### src/rtl/branch_target_buffer_pkg.sv
// Shared types and counter helpers for the branch target buffer.
// Direction counters are 2-bit saturating; new entries start at weakly-taken.
package bp_pkg;

   localparam int BP_WIDTH = 32;
   localparam int BP_TAGW  = 8;

   typedef enum logic [1:0] {
      SNT = 2'b00,
      WNT = 2'b01,
      WT  = 2'b10,
      ST  = 2'b11
   } bp_ctr_e;

   typedef struct packed {
      logic                valid;
      logic [BP_TAGW-1:0]  tag;
      logic [BP_WIDTH-1:0] target;
      bp_ctr_e             ctr;
   } btb_entry_t;

   localparam bp_ctr_e BP_RESET_CTR = WNT;
   localparam bp_ctr_e BP_ALLOC_CTR = WT;

   function automatic bp_ctr_e bp_sat_inc(input bp_ctr_e c);
      bp_ctr_e r;
      case (c)
         SNT:     r = WNT;
         WNT:     r = WT;
         WT:      r = ST;
         ST:      r = ST;
         default: r = BP_RESET_CTR;
      endcase
      return r;
   endfunction

   function automatic bp_ctr_e bp_sat_dec(input bp_ctr_e c);
      bp_ctr_e r;
      case (c)
         SNT:     r = SNT;
         WNT:     r = SNT;
         WT:      r = WNT;
         ST:      r = WT;
         default: r = BP_RESET_CTR;
      endcase
      return r;
   endfunction

endpackage

### src/rtl/branch_target_buffer.sv
// Direct-mapped BTB with 2-bit direction counters: combinational fetch lookup,
// single-cycle writeback from EX. Flop storage so reset/flush clear every entry at once.
module branch_target_buffer
   import bp_pkg::*;
#(
   parameter int Width   = 32,
   parameter int Entries = 64,
   parameter int TagW    = 8
) (
   input  logic             clk_i,
   input  logic             rst_ni,
   input  logic             flush_i,
   input  logic [Width-1:0] pc_if_i,
   output logic             hit_o,
   output logic             pred_taken_o,
   output logic [Width-1:0] predicted_pc_o,
   input  logic             upd_valid_i,
   input  logic [Width-1:0] upd_pc_i,
   input  logic [Width-1:0] upd_target_i,
   input  logic             upd_taken_i
);

   localparam int IdxW = $clog2(Entries);

   logic             valid_r  [Entries];
   logic [TagW-1:0]  tag_r    [Entries];
   logic [Width-1:0] target_r [Entries];
   bp_ctr_e          ctr_r    [Entries];

   logic [IdxW-1:0]  lk_idx_s;
   logic [TagW-1:0]  lk_tag_s;
   logic [IdxW-1:0]  up_idx_s;
   logic [TagW-1:0]  up_tag_s;
   logic             up_hit_s;
   logic             unused_pc_bits_s;

   assign lk_idx_s = pc_if_i[IdxW+1:2];
   assign lk_tag_s = pc_if_i[IdxW+TagW+1:IdxW+2];
   assign up_idx_s = upd_pc_i[IdxW+1:2];
   assign up_tag_s = upd_pc_i[IdxW+TagW+1:IdxW+2];
   assign up_hit_s = valid_r[up_idx_s] && (tag_r[up_idx_s] == up_tag_s);

   // Upper PC bits are deliberately ignored, so aliasing between far-apart PCs is allowed.
   assign unused_pc_bits_s = ^{pc_if_i[1:0], pc_if_i[Width-1:IdxW+TagW+2],
                               upd_pc_i[1:0], upd_pc_i[Width-1:IdxW+TagW+2]};

   // Lookup reads pre-edge state; a same-cycle update is intentionally not bypassed.
   always_comb begin
      hit_o          = 1'b0;
      pred_taken_o   = 1'b0;
      predicted_pc_o = pc_if_i + Width'(3'd4);
      if (valid_r[lk_idx_s] && (tag_r[lk_idx_s] == lk_tag_s)) begin
         hit_o = 1'b1;
         if (ctr_r[lk_idx_s][1]) begin
            pred_taken_o   = 1'b1;
            predicted_pc_o = target_r[lk_idx_s];
         end else begin
            pred_taken_o   = 1'b0;
         end
      end else begin
         hit_o = 1'b0;
      end
   end

   // Entry storage: reset beats flush beats update; not-taken misses never allocate.
   always_ff @(posedge clk_i) begin
      if (!rst_ni) begin
         for (int i = 0; i < Entries; i++) begin
            valid_r[i]  <= 1'b0;
            tag_r[i]    <= '0;
            target_r[i] <= '0;
            ctr_r[i]    <= BP_RESET_CTR;
         end
      end else if (flush_i) begin
         for (int i = 0; i < Entries; i++) begin
            valid_r[i] <= 1'b0;
            ctr_r[i]   <= BP_RESET_CTR;
         end
      end else if (upd_valid_i) begin
         if (up_hit_s) begin
            if (upd_taken_i) begin
               ctr_r[up_idx_s]    <= bp_sat_inc(ctr_r[up_idx_s]);
               target_r[up_idx_s] <= upd_target_i;
            end else begin
               ctr_r[up_idx_s]    <= bp_sat_dec(ctr_r[up_idx_s]);
            end
         end else if (upd_taken_i) begin
            valid_r[up_idx_s]  <= 1'b1;
            tag_r[up_idx_s]    <= up_tag_s;
            target_r[up_idx_s] <= upd_target_i;
            ctr_r[up_idx_s]    <= BP_ALLOC_CTR;
         end else begin
            valid_r[up_idx_s]  <= valid_r[up_idx_s];
         end
      end else begin
         valid_r[up_idx_s] <= valid_r[up_idx_s];
      end
   end

endmodule
### config.mk
export PLATFORM = sky130hd
export DESIGN_NAME = branch_target_buffer
export DESIGN_NICKNAME = d
export VERILOG_FILES = /design/src/rtl/branch_target_buffer_pkg.sv /design/src/rtl/branch_target_buffer.sv
export SDC_FILE = /design/constraint.sdc
export NUM_CORES = 2
export LEC_CHECK = 0
export ABC_AREA = 1
export CAP_MARGIN = 20
export CELL_PAD_IN_SITES_DETAIL_PLACEMENT = 1
export CELL_PAD_IN_SITES_GLOBAL_PLACEMENT = 1
export CORE_ASPECT_RATIO = 1.1
export CORE_MARGIN = 5
export CORE_UTILIZATION = 54
export DETAILED_ROUTE_END_ITERATION = 6
export PLACE_DENSITY_LB_ADDON = 0.05
export SLEW_MARGIN = 10
export SYNTH_ARGS = -nofsm -noshare
export SYNTH_HDL_FRONTEND = slang
export SYNTH_SLANG_ARGS = --single-unit
### constraint.sdc
create_clock -name clk_i -period 6.8 [get_ports clk_i]
set_input_delay 1.7 -clock clk_i [delete_from_list [all_inputs] [get_ports clk_i]]
set_output_delay 1.7 -clock clk_i [all_outputs]
set_load 0.02 [all_outputs]
==> flow_metrics.tcl <==
# collected from the flow reports
set metrics [dict create \
    status "finished with violations" \
    violations "setup timing" \
    comb-cell-share_pct 27.65 \
    lay_top_count "nor2_1" \
    dr_wl_met2_um 251100 \
    r2r_start "tag_r[48][2]$_SDFFCE_PN0P_" \
    drive_above_1_share_pct 10.56 \
    wl_met1_um 189300 \
    dp_slack_ns -0.4110 \
    setup_violations 2 \
    yosys_cells 13967 \
    clk_latency_ns 0.88 \
    grtUsageMet3_pct 8.961 \
    place_area_mm2 0.1401 \
    p_sw_mw 10.65 \
    worst_slack_ns -0.01902 \
    largest_area_cell "edfxtp_1" \
    logic_gates 9345 \
    power_density_mw_per_mm2 272.7 \
    hold_ws_ns 0.5460 \
    synth_area_mm2 0.1309 \
    rr_worst_depth 16 \
    warning_count 53 \
    cts.sinks 2752 \
]
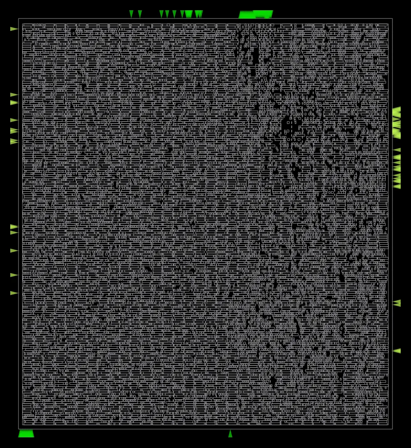
Figure 1: cell outlines without signal wires.
Core Area: 0.2412 mm^2
Non-Filler Instances: 17459
Cell Rows: 189
tap cells: 3151

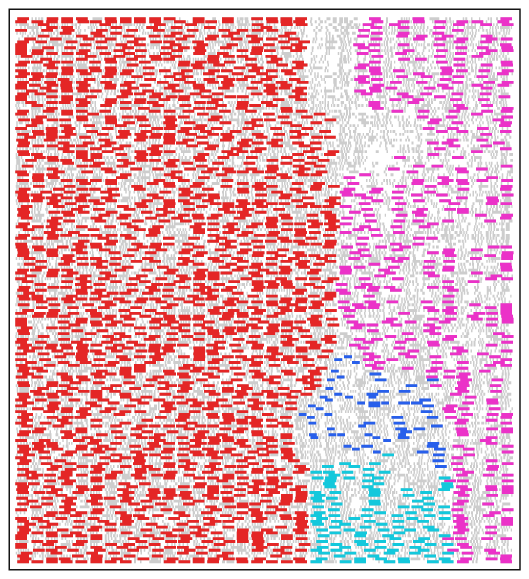
Figure 2: sequential cells grouped by signal name.
valid_r: shown in blue, flops 64. ctr_r: shown in cyan, flops 128. tag_r: shown in magenta, flops 512. target_r: shown in red, flops 2048.

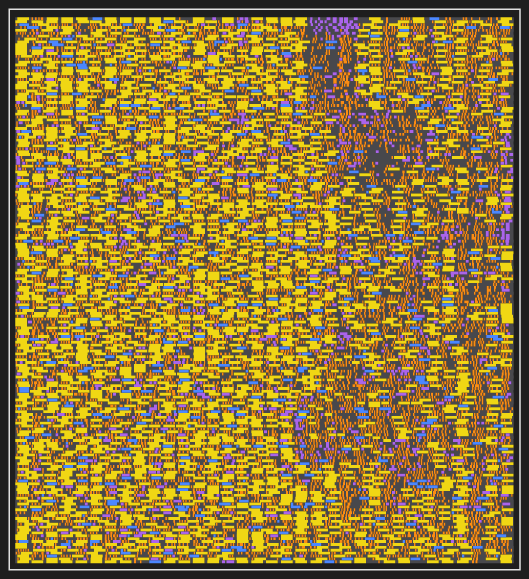
Figure 3: cells coloured by class.
Fill, decap, tap and diode cells in grey.
flip-flops: shown in yellow, cells 2752, share of their area 56%. clock drivers and dummy loads: shown in blue, cells 534, share of their area 6.6%. all other logic: shown in orange, cells 9991, share of their area 30%. other buffers and delay cells: shown in purple, cells 1023, share of their area 6.9%.

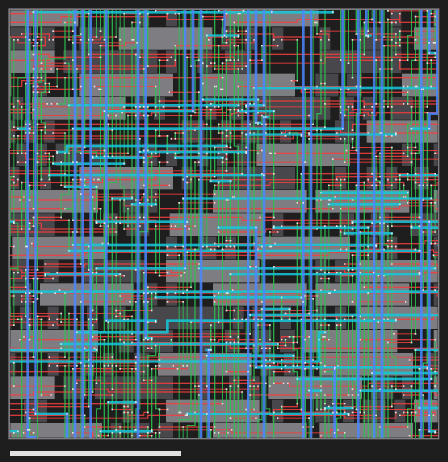
Figure 4: zoomed window.
The bar under the picture is 20 um long. Region (95, 107) to (145, 157) um. Cells in grey, sequential cells in the stronger grey; small squares are vias.
met4: shown in blue. met3: shown in cyan. met1: shown in red. met2: shown in green.
Sequential cells in the window: 30. Most frequent: nor2_1 (52), edfxtp_1 (30), o21ai_0 (14). 145 logic cells have their middle in the window. Netlist names of flops here include target_r (30).

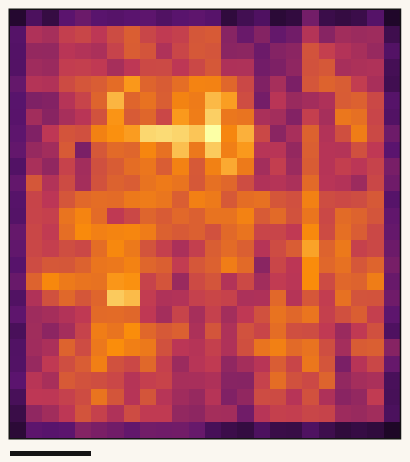
Figure 5: signal metal coverage by tile.
The bar under the picture is 100 um long. The die is cut into 24 by 26 equal tiles; black is low, pale yellow is high, scaled to the fullest tile. Values are wire area over tile area, all layers added.
The fullest tile reaches 0.75. The mean over all tiles is 0.39. 58% of the tiles are over half the peak.

